## src/rtl/sseg_mux_capture.sv

```systemverilog
// sseg_mux_capture
//
// Receive end of the hex-to-segment path. Samples a time-multiplexed,
// active-low seven-segment bus (anodes + segments) and recovers the hex
// value shown on each digit. A digit is published only after its
// (anode, pattern) pair has been seen unchanged for STABLE_CYCLES samples.
// Blank digits clear their valid bit. Stable undecodable patterns raise a
// sticky error.
//
// Optional feature macro: SSEG_CAP_FRAME_EN
//   defined   : frame_done_o pulses once every digit has updated since the
//               last frame pulse
//   undefined : frame_done_o is tied to 0
//
// Ports
//   clk_i          system clock, rising edge
//   rst_ni         asynchronous active-low reset
//   an_i           anode enables, active-low, one low at a time
//   sseg_i         segments, active-low, bit0=a .. bit6=g
//   err_clr_i      clears err_o (a same-cycle new error wins)
//   hex_o          captured nibbles, digit i at [4i+3:4i]
//   digit_valid_o  digit i holds a valid capture
//   update_o       one-cycle pulse per capture (hex or blank)
//   update_idx_o   digit index of the current/last update
//   err_o          sticky error flag
//   err_digit_o    digit index of the most recent error
//   frame_done_o   frame-complete pulse
//
// state    | meaning
// ---------+-----------------------------------------------------------
// IDLE     | no valid digit on the bus, counter cleared
// TRACK    | candidate pair loaded, counting identical samples
// CAPTURED | candidate published, waiting for the bus to change

module sseg_mux_capture #(
   parameter int NUM_DIGITS    = 4,
   parameter int STABLE_CYCLES = 4,
   localparam int IW = (NUM_DIGITS > 1) ? $clog2(NUM_DIGITS) : 1
) (
   input  logic                    clk_i,
   input  logic                    rst_ni,
   input  logic [NUM_DIGITS-1:0]   an_i,
   input  logic [6:0]              sseg_i,
   input  logic                    err_clr_i,
   output logic [4*NUM_DIGITS-1:0] hex_o,
   output logic [NUM_DIGITS-1:0]   digit_valid_o,
   output logic                    update_o,
   output logic [IW-1:0]           update_idx_o,
   output logic                    err_o,
   output logic [IW-1:0]           err_digit_o,
   output logic                    frame_done_o
);

   localparam int CW = $clog2(STABLE_CYCLES + 1);
   localparam logic [CW-1:0] STABLE_CNT = CW'(STABLE_CYCLES);
   localparam logic [CW-1:0] CNT_ONE    = CW'(1);
   localparam logic [6:0]    SEG_BLANK  = 7'b1111111;

   typedef enum logic [1:0] {
      IDLE     = 2'd0,
      TRACK    = 2'd1,
      CAPTURED = 2'd2
   } state_t;

   // Returns {ok, nibble}; ok=0 for anything outside the hex glyph set.
   function automatic logic [4:0] decode_seg(input logic [6:0] seg);
      logic [4:0] r;
      case (seg)
         7'b1000000: r = {1'b1, 4'h0};
         7'b1111001: r = {1'b1, 4'h1};
         7'b0100100: r = {1'b1, 4'h2};
         7'b0110000: r = {1'b1, 4'h3};
         7'b0011001: r = {1'b1, 4'h4};
         7'b0010010: r = {1'b1, 4'h5};
         7'b0000010: r = {1'b1, 4'h6};
         7'b1111000: r = {1'b1, 4'h7};
         7'b0000000: r = {1'b1, 4'h8};
         7'b0010000: r = {1'b1, 4'h9};
         7'b0001000: r = {1'b1, 4'hA};
         7'b0000011: r = {1'b1, 4'hB};
         7'b1000110: r = {1'b1, 4'hC};
         7'b0100001: r = {1'b1, 4'hD};
         7'b0000110: r = {1'b1, 4'hE};
         7'b0001110: r = {1'b1, 4'hF};
         default:    r = 5'b0_0000;
      endcase
      return r;
   endfunction

   logic [NUM_DIGITS-1:0]   an_q;
   logic [6:0]              sseg_q;

   state_t                  state_d, state_q;
   logic [CW-1:0]           cnt_d, cnt_q;
   logic [IW-1:0]           cand_idx_d, cand_idx_q;
   logic [6:0]              cand_pat_d, cand_pat_q;
   logic [4*NUM_DIGITS-1:0] hex_d, hex_q;
   logic [NUM_DIGITS-1:0]   valid_d, valid_q;
   logic                    update_d, update_q;
   logic [IW-1:0]           update_idx_d, update_idx_q;
   logic                    err_d, err_q;
   logic [IW-1:0]           err_digit_d, err_digit_q;

   logic                    an_found, an_multi, an_ok;
   logic [IW-1:0]           an_idx;
   logic                    pair_same;
   logic                    capture;
   logic [4:0]              dec;

   // Anode word is a digit select only when exactly one bit is low.
   always_comb begin
      an_found = 1'b0;
      an_multi = 1'b0;
      an_idx   = '0;
      for (int i = 0; i < NUM_DIGITS; i++) begin
         if (!an_q[i]) begin
            if (an_found) an_multi = 1'b1;
            an_found = 1'b1;
            an_idx   = IW'(i);
         end
      end
      an_ok = an_found & ~an_multi;
   end

   assign pair_same = an_ok && (an_idx == cand_idx_q) && (sseg_q == cand_pat_q);
   assign dec       = decode_seg(sseg_q);

   always_comb begin
      state_d      = state_q;
      cnt_d        = cnt_q;
      cand_idx_d   = cand_idx_q;
      cand_pat_d   = cand_pat_q;
      hex_d        = hex_q;
      valid_d      = valid_q;
      update_d     = 1'b0;
      update_idx_d = update_idx_q;
      err_d        = err_q & ~err_clr_i;
      err_digit_d  = err_digit_q;
      capture      = 1'b0;

      case (state_q)
         IDLE: begin
            cnt_d = '0;
            if (an_ok) begin
               cand_idx_d = an_idx;
               cand_pat_d = sseg_q;
               cnt_d      = CNT_ONE;
               state_d    = TRACK;
            end
         end
         TRACK: begin
            if (!an_ok) begin
               cnt_d   = '0;
               state_d = IDLE;
            end else if (pair_same) begin
               cnt_d = (cnt_q == STABLE_CNT) ? cnt_q : cnt_q + CNT_ONE;
            end else begin
               cand_idx_d = an_idx;
               cand_pat_d = sseg_q;
               cnt_d      = CNT_ONE;
            end
         end
         CAPTURED: begin
            if (!an_ok) begin
               cnt_d   = '0;
               state_d = IDLE;
            end else if (!pair_same) begin
               cand_idx_d = an_idx;
               cand_pat_d = sseg_q;
               cnt_d      = CNT_ONE;
               state_d    = TRACK;
            end
         end
         default: begin
            cnt_d   = '0;
            state_d = IDLE;
         end
      endcase

      // Any path that ends up tracking with a full count captures now, which
      // also covers STABLE_CYCLES=1 where the first sample is enough.
      if ((state_d == TRACK) && (cnt_d >= STABLE_CNT)) begin
         capture = 1'b1;
         state_d = CAPTURED;
      end

      if (capture) begin
         if (dec[4]) begin
            hex_d[4*an_idx +: 4] = dec[3:0];
            valid_d[an_idx]      = 1'b1;
            update_d             = 1'b1;
            update_idx_d         = an_idx;
         end else if (sseg_q == SEG_BLANK) begin
            valid_d[an_idx]      = 1'b0;
            update_d             = 1'b1;
            update_idx_d         = an_idx;
         end else begin
            err_d                = 1'b1;
            err_digit_d          = an_idx;
         end
      end
   end

   always_ff @(posedge clk_i or negedge rst_ni) begin
      if (!rst_ni) begin
         an_q         <= '1;
         sseg_q       <= SEG_BLANK;
         state_q      <= IDLE;
         cnt_q        <= '0;
         cand_idx_q   <= '0;
         cand_pat_q   <= SEG_BLANK;
         hex_q        <= '0;
         valid_q      <= '0;
         update_q     <= 1'b0;
         update_idx_q <= '0;
         err_q        <= 1'b0;
         err_digit_q  <= '0;
      end else begin
         an_q         <= an_i;
         sseg_q       <= sseg_i;
         state_q      <= state_d;
         cnt_q        <= cnt_d;
         cand_idx_q   <= cand_idx_d;
         cand_pat_q   <= cand_pat_d;
         hex_q        <= hex_d;
         valid_q      <= valid_d;
         update_q     <= update_d;
         update_idx_q <= update_idx_d;
         err_q        <= err_d;
         err_digit_q  <= err_digit_d;
      end
   end

   assign hex_o         = hex_q;
   assign digit_valid_o = valid_q;
   assign update_o      = update_q;
   assign update_idx_o  = update_idx_q;
   assign err_o         = err_q;
   assign err_digit_o   = err_digit_q;

`ifdef SSEG_CAP_FRAME_EN
   logic [NUM_DIGITS-1:0] seen_d, seen_q;
   logic                  frame_d, frame_q;

   // The mask fills on the same edge as update_o, so the full mask is seen
   // one cycle later and frame_done_o lands in the cycle after the update.
   always_comb begin
      seen_d  = (&seen_q) ? '0 : seen_q;
      if (update_d) seen_d[update_idx_d] = 1'b1;
      frame_d = &seen_q;
   end

   always_ff @(posedge clk_i or negedge rst_ni) begin
      if (!rst_ni) begin
         seen_q  <= '0;
         frame_q <= 1'b0;
      end else begin
         seen_q  <= seen_d;
         frame_q <= frame_d;
      end
   end

   assign frame_done_o = frame_q;
`else
   assign frame_done_o = 1'b0;
`endif

endmodule

```

## config.mk

```make
export PLATFORM = sky130hd
export DESIGN_NAME = sseg_mux_capture
export DESIGN_NICKNAME = d
export VERILOG_FILES = /design/src/rtl/sseg_mux_capture.sv
export SDC_FILE = /design/constraint.sdc
export NUM_CORES = 1
export LEC_CHECK = 0
export CORE_MARGIN = 10
export CORE_UTILIZATION = 45
export DETAILED_ROUTE_END_ITERATION = 8
export PLACE_DENSITY = 0.68
export RECOVER_POWER = 100
export SLEW_MARGIN = 20
export SYNTH_ARGS = -nofsm -noshare
export SYNTH_HDL_FRONTEND = slang
export SYNTH_SLANG_ARGS = --single-unit
```

## constraint.sdc

```tcl
create_clock -name clk_i -period 3.4 [get_ports clk_i]
set_clock_uncertainty 0.15 [all_clocks]
set_input_delay 0.34 -clock clk_i [delete_from_list [all_inputs] [get_ports clk_i]]
set_output_delay 0.34 -clock clk_i [all_outputs]
set_load 0.05 [all_outputs]
```

Figure 1. Close-up of the layout (run 1).
Region (64, 64) to (84, 84) um. Cells in gray, sequential cells in the stronger gray; small squares are vias.
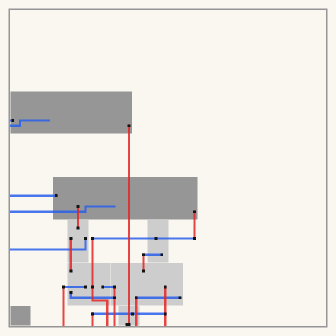
Key: blue = met1; red = met2
Netlist names of flops here include cnt_q (2). 6 logic cells have their middle in the window. Sequential cells in the window: 2. Most frequent: dfrtp_1 (2).

Figure 2. Cell outlines without signal wires (run 1).
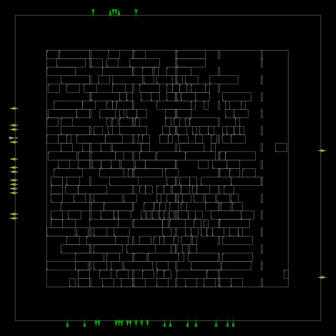
well tap count: 75
flop count: 51
Final Non-Filler Cells: 346
# fillers: 532

Figure 3. Cell density map (run 1).
10 x 10 tiles, from white (low) to dark blue (high), 0 to 100% covered.
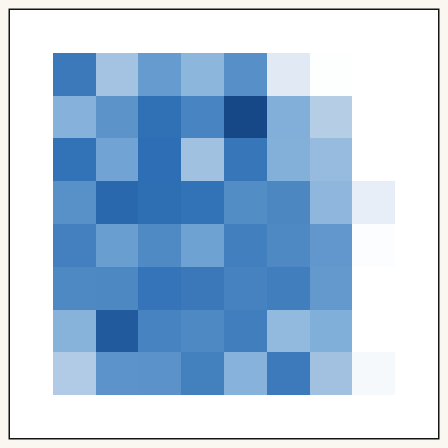
The densest ninth of the die: center. 4.0% of the tiles are over 75% full. 43% of the tiles are nearly empty.

Figure 4. I/O pins on the die edge (run 1).
Bar = 20 um. Pins as bars across the die edge, other pins in gray.
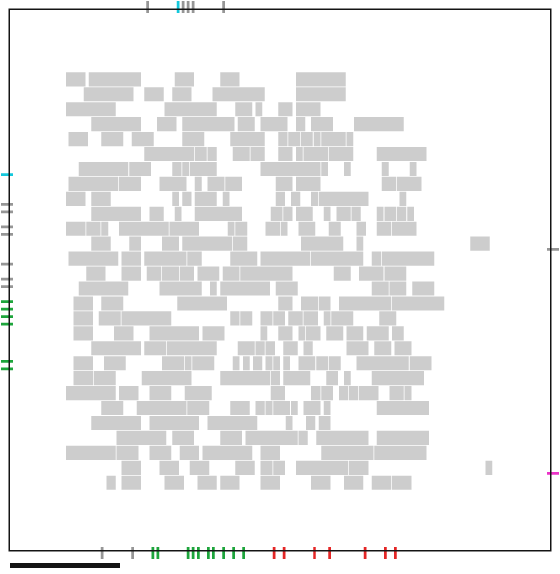
Key: cyan = update_idx_o [pins 2, direction output, edge 1 north, 1 west]; red = sseg_i [pins 7, direction input, edge south]; magenta = frame_done_o [pins 1, direction output, edge east]; green = hex_o [pins 16, direction output, edge 10 south, 6 west]
All pins by edge: 19 south, 14 west, 6 north, 2 east.

[run 1: cell families after synthesis]
family,after synthesis
AND-OR/OR-AND,46
XOR/XNOR,10
adder cells (fa/ha/maj),6
buffers and inverters,29
flip-flops,51
multiplexers,28
other,1
AND/OR/NAND/NOR,70
[run 1: metal layers]
metal  up-vias  GRT usage [%]  share of wire (%)
met2        43           19.3                 47
met3        10           3.24                5.2
met4         0           4.96                2.3
met1       922           15.2                 46
li1        926              -                  -
met5         -              0                  0
[run 1: metrics by stage]
step	hold slack (ps)	instance area (um2)	worst slack (ps)	power [W]
detailed placement	252	3140	510	0.00113
CTS	276	3250	508	0.00156
floorplan	-106	2760	771	0.00106
global placement	320	3140	537	0.00112
finish	330	3230	377	0.00153
global route	368	3230	216	0.00161
[run 1: registers in the layout, summed over array words and instances, names as in the netlist, named ones only]
register      flops
update_o          1
state_q           2
cnt_q             3
cand_idx_q        2
err_o             1
err_digit_o       2
update_idx_o      2
cand_pat_q        7
an_q              4
sseg_q            7
hex_o            16
[run 1: layout by cell type, fill, tap and decap left out, types with 2 or more instances in the layout]
master         count
nand4b_1           2
o21a_1             2
clkbuf_1           2
nand3_1            3
a31oi_1            2
o21ai_0            8
mux2_1            28
nand3b_1           3
nor2_1            13
a2111oi_0          2
a211oi_1           3
xor2_1             5
nand2b_1           6
inv_1             11
dfstp_2           17
a21oi_1            8
dlygate4sd3_1     38
xnor2_1            5
ha_1               6
a21o_1             5
nand4_1            5
o211ai_1           4
nor3_1             5
or3_1              2
o41ai_1            2
and3_1             2
nor4b_1            2
nor4_4             2
nand2_1           12
clkbuf_8           5
dfrtp_1           33
[run 1: timing repair]
action | 4_1_cts | 5_1_grt
hold buffers | 1 | 0
setup endpoints to repair | 0 | 0
hold endpoints to repair | 33 | 0
==> run notes, run 1 <==
run results: Seq group 0.000779 W, Mapped Area about 2800 um2, Worst path depth 6, Seq pwr share between 50% and 60%, WHS Endpoint err_o, DRT antenna net count 0, Post-CTS Setup Bufs 0, core area 5920 um2, Max Cap Viol 0, TritonCTS clock tree built, CTS Buf Count 5, post-layout min period 3020 ps, xor-xnor portion of the synthesized cell area 3.17%, CP Max Fanout 16, DRT Pass-1 Iters 4, Area Overhead vs Synth 17.0%, CP Launch Type register, yosys aoi share 12.4%, die area 9660 um2, R2R Path End hex_o[14], Syn Nets 261, Worst EP arrival 3070 ps, crit path cell chain xnor2_1, nand4_1, nor4_2, nand4_4, or4_4, mux2_1, Crit. End Element register, status finished clean, initial antenna violation count 0, Total GRT Usage 12.2%, WHS Path Cells 1, Seq/total area 40.2%, share of layout cells above drive strength 1 13.7%, adder-cell share of the synthesized area 2.72%, VDD IR max a little over 0.3 mV, EDFF count, synth 0, first-pass GRT wire length 9.98 mm, MUX share of area 11.8%, final core occ roughly 55%, top post-synthesis cells by area dfrtp_1 30%, dfstp_2 17%, mux2_1 10%, ha_1 2.7%, nor2_1 1.8%, Die W just under 100 um, Seq share, synth 47.1%, total gr overflow 0, cell type taking the most area flip-flops and latches, Sink Count roughly 51, Final Hold Violation Tally 0, cell count of the worst reg-to-reg path 6, Yosys chip area 2760 um2, most instantiated cells after synthesis 33 x dfrtp_1, 25 x mux2_1, 18 x dfstp_2, Nets 290, MI comb cells 161, CP startpoint sseg_q[3]
==> inputs of run 2 (changes only) <==
--- a/config.mk
+++ b/config.mk
@@ -7,6 +7,7 @@
 export LEC_CHECK = 0
 export CORE_MARGIN = 10
 export CORE_UTILIZATION = 45
+export CTS_CLUSTER_SIZE = 40
 export DETAILED_ROUTE_END_ITERATION = 8
 export PLACE_DENSITY = 0.68
 export RECOVER_POWER = 100
Figure 5. I/O pins on the die edge (run 2).
Bar = 20 um. Pins as bars across the die edge, other pins in gray.
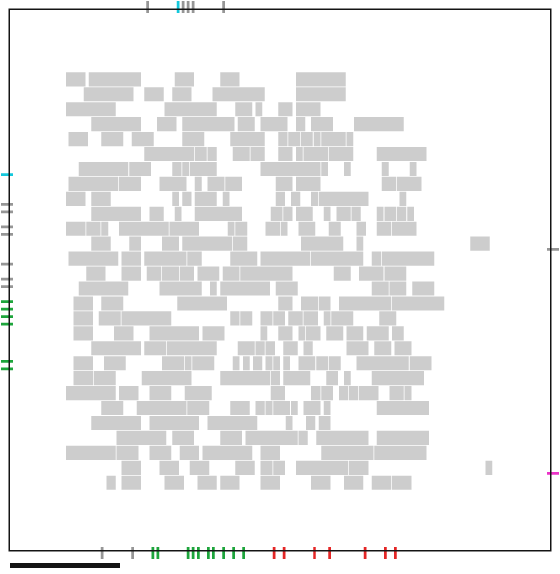
Key: green = hex_o [pins 16, direction output, edge 10 south, 6 west]; cyan = update_idx_o [pins 2, direction output, edge 1 north, 1 west]; magenta = frame_done_o [pins 1, direction output, edge east]; red = sseg_i [pins 7, direction input, edge south]

==> run 2 against run 1 <==
Compared with the run above:
- synthesized area unchanged
- critical path depth stayed put
- die size unchanged
- worst setup slack is the same
- largest power group unchanged
- critical path type unchanged
- combinational power is essentially flat
==> run notes, run 2 <==
run results: status finished clean (unchanged), EDFF count, synth 0 (unchanged), Syn Nets 261 (unchanged), Crit. End Element register (unchanged), initial antenna violation count 0 (unchanged), Final Hold Violation Tally 0 (unchanged), VDD IR max 0.312 mV (unchanged), Seq share, synth 47.1% (unchanged), fin area 3230 um2 (unchanged), hold buffers post-CTS 1 (unchanged), well tap count 75 (unchanged), Post-CTS Setup Bufs 0 (unchanged), Max Cap Viol 0 (unchanged), Yosys chip area 2760 um2 (unchanged), crit path cell chain xnor2_1, nand4_1, nor4_2, nand4_4, or4_4, mux2_1 (unchanged), Die W 98.3 um (unchanged), cell type taking the most area flip-flops and latches (unchanged), core area 5920 um2 (unchanged), MI comb cells 161 (unchanged), top post-synthesis cells by area dfrtp_1 30%, dfstp_2 17%, mux2_1 10%, ha_1 2.7%, nor2_1 1.8% (unchanged), first-pass GRT wire length 9.98 mm (unchanged), share of layout cells above drive strength 1 13.7% (unchanged), Seq/total area 40.2% (unchanged), total gr overflow 0 (unchanged), most numerous logic cell after layout dlygate4sd3_1 (unchanged), Worst EP arrival 3070 ps (about the same), CP Max Fanout 16 (unchanged), flop count 51 (unchanged), Area Overhead vs Synth 17.0% (unchanged)
Figure 6. Cells by drive strength (run 2).
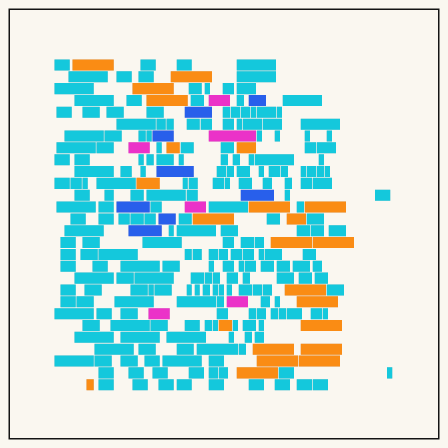
Key: magenta = drive 6 and up [cells 6, share 2.2%]; orange = drive 2 [cells 23, share 8.5%]; cyan = drive 1 or less [cells 234, share 86%]; blue = drive 3 to 4 [cells 8, share 3.0%]

[run 2: cell counts after synthesis]
Identical to the previous run, type by type.
[run 2: power by group]
group / internal, W / total (W) / switching (W)
clock network: 0.000221 / 0.000419 / 0.000199
registers: 0.000711 / 0.000779 / 0.0000675
logic: 0.000139 / 0.000335 / 0.000196
[run 2: layer usage]
layer	wire length, um	GRT usage, %	vias to the layer above
li1	-	-	926
met5	0	0	-
met4	134	4.96	0
met2	2670	19.3	43
met3	295	3.24	10
met1	2620	15.2	922
[run 2: cell families (layout without fill, tap and decap cells)]
group	count (synthesis)	count (layout)	share of synthesized area [%]
AND-OR/OR-AND	46	46	12.4
XOR/XNOR	10	10	3.17
adder cells (fa/ha/maj)	6	6	2.72
buffers and inverters	29	59	5.22
flip-flops	51	51	47.1
multiplexers	28	28	11.8
other	1	1	0.136
AND/OR/NAND/NOR	70	70	17.5
[run 2: worst paths after layout]
check,from,endpoint,slack [ps],cells past startpoint
worst max-delay path,sseg_q[3],hex_o[14],380,6
worst min-delay path,err_o,err_o,330,1
worst max register to register,sseg_q[3],hex_o[14],380,6
worst min register to register,err_o,err_o,330,1
max in group asynchronous,rst_ni,cand_idx_q[0],1650,2
min in group asynchronous,rst_ni,hex_o[9],700,2
[run 2: per-stage QoR]
| stage | cells | worst slack [ps] | total power, W | utilization, % |
|---|---|---|---|---|
| finish | 346 | 377 | 0.00153 | 54.5 |
| global route | 346 | 216 | 0.00161 | 54.5 |
| CTS | 346 | 508 | 0.00156 | 55.0 |
| detailed placement | 337 | 510 | 0.00113 | 53.0 |
| global placement | 337 | 537 | 0.00112 | 53.0 |
| floorplan | 241 | 771 | 0.00106 | - |
Power and IR drop assume default switching activity.
